[config.mk]
export PLATFORM = sky130hd
export DESIGN_NAME = fp_div_seq
export DESIGN_NICKNAME = d
export VERILOG_FILES = /design/src/rtl/fp_div_seq.sv
export SDC_FILE = /design/constraint.sdc
export NUM_CORES = 2
export LEC_CHECK = 0
export CAP_MARGIN = 40
export CORE_MARGIN = 2
export CORE_UTILIZATION = 36
export DETAILED_ROUTE_END_ITERATION = 8
export PLACE_DENSITY = 0.54
export SYNTH_ARGS = -nofsm -noshare
export SYNTH_HDL_FRONTEND = slang
export SYNTH_SLANG_ARGS = --single-unit
[constraint.sdc]
create_clock -name clk -period 276.7 [get_ports clk]
set_input_delay 55.34 -clock clk [delete_from_list [all_inputs] [get_ports clk]]
set_output_delay 55.34 -clock clk [all_outputs]
set_load 0.02 [all_outputs]
[src/rtl/fp_div_seq.sv]
// Sequential IEEE-754 single-precision divider: q = a / b via a registered reciprocal of b
// followed by a rounded multiply. Denormals flush to zero; specials override the product.
module fp_div_seq #(
  parameter int unsigned RECIP_WAIT = 0
) (
  input  logic        clk,
  input  logic        rst,
  input  logic        in_valid,
  output logic        in_ready,
  input  logic [31:0] a,
  input  logic [31:0] b,
  output logic        out_valid,
  input  logic        out_ready,
  output logic [31:0] q,
  output logic        flag_dz,
  output logic        flag_inv
);

  typedef enum logic [1:0] {StIdle, StRecip, StMul, StDone} state_e;

  localparam logic [49:0] RecipNum = 50'd1 << 49;

  state_e      state_q, state_d;
  logic [31:0] a_q, a_d, b_q, b_d, r_q, r_d, q_q, q_d;
  logic [3:0]  cnt_q, cnt_d;
  logic        dz_q, dz_d, inv_q, inv_d;

  // Reciprocal of b_q: 2^49 / 1.mb gives 26 quotient bits, enough for a rounded 24-bit mantissa.
  logic [49:0]       recip_full;
  logic signed [9:0] recip_e;
  logic [31:0]       recip;

  assign recip_full = RecipNum / {26'b0, 1'b1, b_q[22:0]};

  always_comb begin
    recip = '0;
    if (b_q[22:0] == 23'd0) begin
      recip_e = 10'sd254 - $signed({2'b0, b_q[30:23]});
      if (recip_e > 10'sd0) recip = {1'b0, recip_e[7:0], 23'd0};
    end else begin
      recip_e = 10'sd253 - $signed({2'b0, b_q[30:23]});
      if (recip_e > 10'sd0) begin
        recip = {1'b0, recip_e[7:0], recip_full[24:2]} + {31'd0, recip_full[1]};
      end
    end
  end

  // Multiplier a_q * r_q, round-half-up; carry out of the mantissa rolls into the exponent.
  logic [47:0]       prod;
  logic signed [9:0] prod_e;
  logic [22:0]       prod_m;
  logic              prod_rnd;
  logic [30:0]       mul_mag;

  assign prod = {1'b1, a_q[22:0]} * {1'b1, r_q[22:0]};

  always_comb begin
    prod_e = $signed({2'b0, a_q[30:23]}) + $signed({2'b0, r_q[30:23]}) - 10'sd127
           + $signed({9'd0, prod[47]});
    prod_m   = prod[47] ? prod[46:24] : prod[45:23];
    prod_rnd = prod[47] ? prod[23] : prod[22];
    mul_mag  = '0;
    if (a_q[30:23] == 8'd0 || r_q[30:23] == 8'd0) begin
      mul_mag = '0;
    end else if (prod_e >= 10'sd255) begin
      mul_mag = {8'hFF, 23'd0};
    end else if (prod_e > 10'sd0) begin
      mul_mag = {prod_e[7:0], prod_m} + {30'd0, prod_rnd};
    end
  end

  logic        sgn, a_zero, b_zero, a_inf, b_inf, a_nan, b_nan;
  logic [31:0] res_q;
  logic        res_dz, res_inv;

  always_comb begin
    sgn    = a_q[31] ^ b_q[31];
    a_zero = a_q[30:23] == 8'h00;
    b_zero = b_q[30:23] == 8'h00;
    a_inf  = a_q[30:23] == 8'hFF && a_q[22:0] == 23'd0;
    b_inf  = b_q[30:23] == 8'hFF && b_q[22:0] == 23'd0;
    a_nan  = a_q[30:23] == 8'hFF && a_q[22:0] != 23'd0;
    b_nan  = b_q[30:23] == 8'hFF && b_q[22:0] != 23'd0;
    res_q   = {sgn, mul_mag};
    res_dz  = 1'b0;
    res_inv = 1'b0;
    if (a_nan || b_nan || (a_zero && b_zero) || (a_inf && b_inf)) begin
      res_q   = 32'h7FC0_0000;
      res_inv = 1'b1;
    end else if (b_zero) begin
      res_q  = {sgn, 8'hFF, 23'd0};
      res_dz = 1'b1;
    end else if (a_inf) begin
      res_q = {sgn, 8'hFF, 23'd0};
    end else if (a_zero || b_inf) begin
      res_q = {sgn, 31'd0};
    end
  end

  always_comb begin
    state_d = state_q;
    a_d     = a_q;
    b_d     = b_q;
    r_d     = r_q;
    q_d     = q_q;
    cnt_d   = cnt_q;
    dz_d    = dz_q;
    inv_d   = inv_q;
    unique case (state_q)
      StIdle: begin
        if (in_valid) begin
          a_d     = a;
          b_d     = b;
          cnt_d   = 4'(RECIP_WAIT);
          dz_d    = 1'b0;
          inv_d   = 1'b0;
          state_d = StRecip;
        end
      end
      StRecip: begin
        if (cnt_q != 4'd0) begin
          cnt_d = cnt_q - 4'd1;
        end else begin
          r_d     = recip;
          state_d = StMul;
        end
      end
      StMul: begin
        q_d     = res_q;
        dz_d    = res_dz;
        inv_d   = res_inv;
        state_d = StDone;
      end
      StDone: begin
        if (out_ready) state_d = StIdle;
      end
      default: state_d = StIdle;
    endcase
  end

  always_ff @(posedge clk or posedge rst) begin
    if (rst) begin
      state_q <= StIdle;
      a_q     <= '0;
      b_q     <= '0;
      r_q     <= '0;
      q_q     <= '0;
      cnt_q   <= '0;
      dz_q    <= 1'b0;
      inv_q   <= 1'b0;
    end else begin
      state_q <= state_d;
      a_q     <= a_d;
      b_q     <= b_d;
      r_q     <= r_d;
      q_q     <= q_d;
      cnt_q   <= cnt_d;
      dz_q    <= dz_d;
      inv_q   <= inv_d;
    end
  end

  assign in_ready  = state_q == StIdle;
  assign out_valid = state_q == StDone;
  assign q         = q_q;
  assign flag_dz   = dz_q;
  assign flag_inv  = inv_q;

endmodule

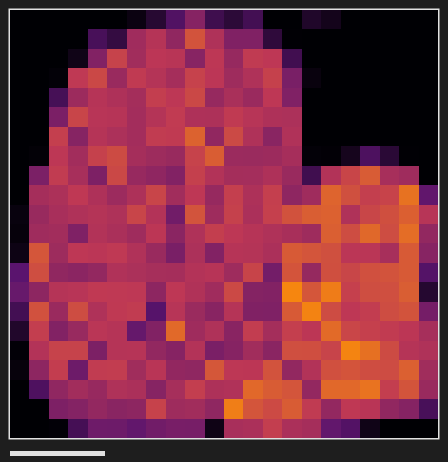
Fig. 1. Placement density heat map.
Scale bar: 100 µm. The die is cut into 22 by 22 equal tiles; black is low, pale yellow is high, 0 to 100% covered.
nearly empty tiles: 19%
fullest tile: 73%
emptiest ninth of the die: top right
mean over tiles: 36%
core area: 196800 µm²
Core Util, Final: 38.55%
Initial Util: 36.10%

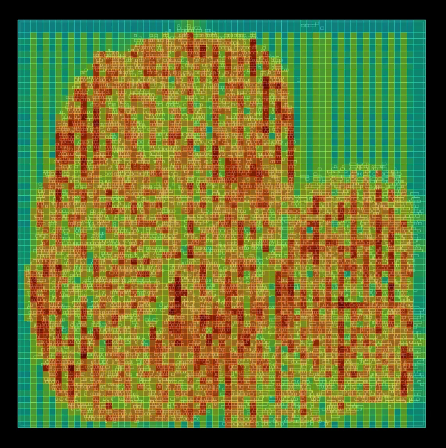
Fig. 2. Routing congestion map.
GRT met1 Usage: 32.93%
GR Util met2: 43.38%
GRT Overall Usage: 24.97%
drt wl/cell: 21.01 µm
grt met3 use: 2.128%

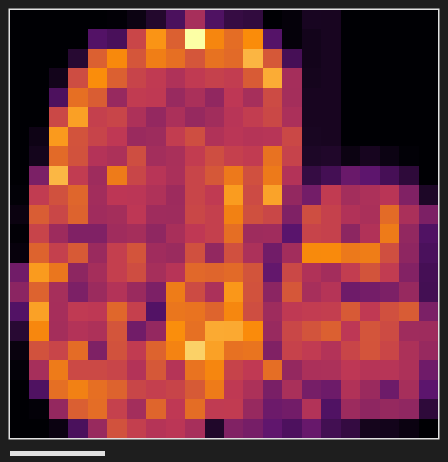
Fig. 3. Wiring heat map.
Scale bar: 100 µm. The die is cut into 22 by 22 equal tiles; black is low, pale yellow is high, scaled to the fullest tile. Values are wire area over tile area, all layers added.
fullest tile: 0.52
nearly empty tiles: 15%
tiles over half the peak: 40%
emptiest ninth of the die: top right
mean over tiles: 0.20
Routed WL: 257.4 mm
via count: 71.81k

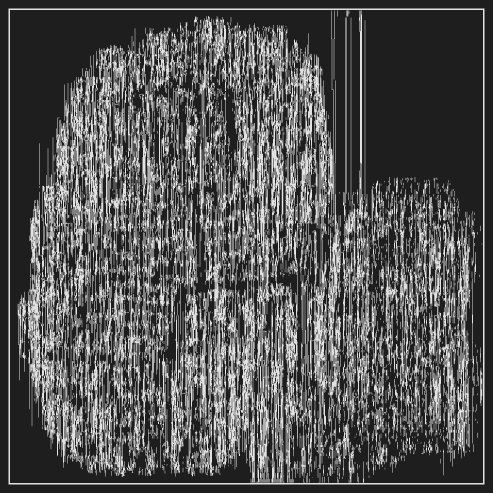
Fig. 4. The metal 2 layer.
main direction: vertical
share of all routed wire: 48%

==> results.txt <==
status: complete, no violations
TritonCTS clock tree: yes
Final HPWL DP: 202.1 mm
syn avg cell area: 7.340 µm²
yosys cell count: 9678
Cell Area, Synth: 71040 µm²
Top cells by area: fa_1 (14%), ha_1 (13%), xnor2_1 (6.2%), a21oi_1 (5.7%), nand2_1 (4.9%)
vias in the first global route: 69.41k
Commonest flop: dfrtp_1
Max Fanout on Critical Path: 64
FF/Latch Area: 3379 µm²
Critical path buffers and inverters: 26
Final setup viols: 0
tool warnings: 38
I/O pin count: 104
synthesized instance count: 9678
Post-CTS Hold Fix Bufs: 0
CTS resizes: 0
synthesis area per yosys: 71040 µm²
chip height: 448.2 µm
most numerous cell in the Yosys netlist: nand2_1
critical path endpoint: r_q[30]
Worst path top cell family by delay: AND-OR/OR-AND gates
Post-synth regs: 135
distinct lib cells: 133
crit end category: flop
Met1 Wirelength: 113.6 mm
[state kept, by name (all words and copies together), names as in the netlist]
signal    count
q            32
r_q          31
cnt_q         4
a_q          32
b_q          32
state_q       2
flag_inv      1
flag_dz       1
[cell type report]
class,instances,area share [%]
timing repair buffer,265,3.011
antenna,1,0.003298
tap,2640,4.354
clock inverter,15,0.2408
clock buffer,17,0.5607
inverter,789,3.910
sequential,135,4.454
multi-input combinational,8391,83.47
[per-stage QoR]
stage	hold slack, ns	std cells	setup WS (ns)
6_report	0.4877	12250	142.64
5_1_grt	0.5073	12250	129.66
4_1_cts	0.4870	12250	143.98
3_5_place_dp	0.4675	12220	144.63
3_3_place_gp	0.4626	12200	146.44
2_1_floorplan	0.4717	9687	151.16
[cells by family (layout without fill, tap and decap cells)]
logic type / count (synthesis) / in the layout / share of synthesized area [%]
AND/OR/NAND/NOR: 3496 / 3496 / 24.69
AND-OR/OR-AND: 2777 / 2777 / 25.97
adder cells (fa/ha/maj): 1237 / 1237 / 26.88
buffers and inverters: 1161 / 1086 / 6.268
XOR/XNOR: 671 / 671 / 8.331
multiplexers: 200 / 200 / 3.100
flip-flops: 135 / 135 / 4.755
other: 1 / 11 / 0.005279
[placed cells by master, fill, tap and decap left out, drive strengths merged, types with 207 or more instances in the layout]
master    n
a21o    434
a21oi   813
and2    342
fa      482
ha      755
inv     793
nand2   938
nand2b  216
nand3   271
nor2    819
nor3    207
o21ai   521
xnor2   506
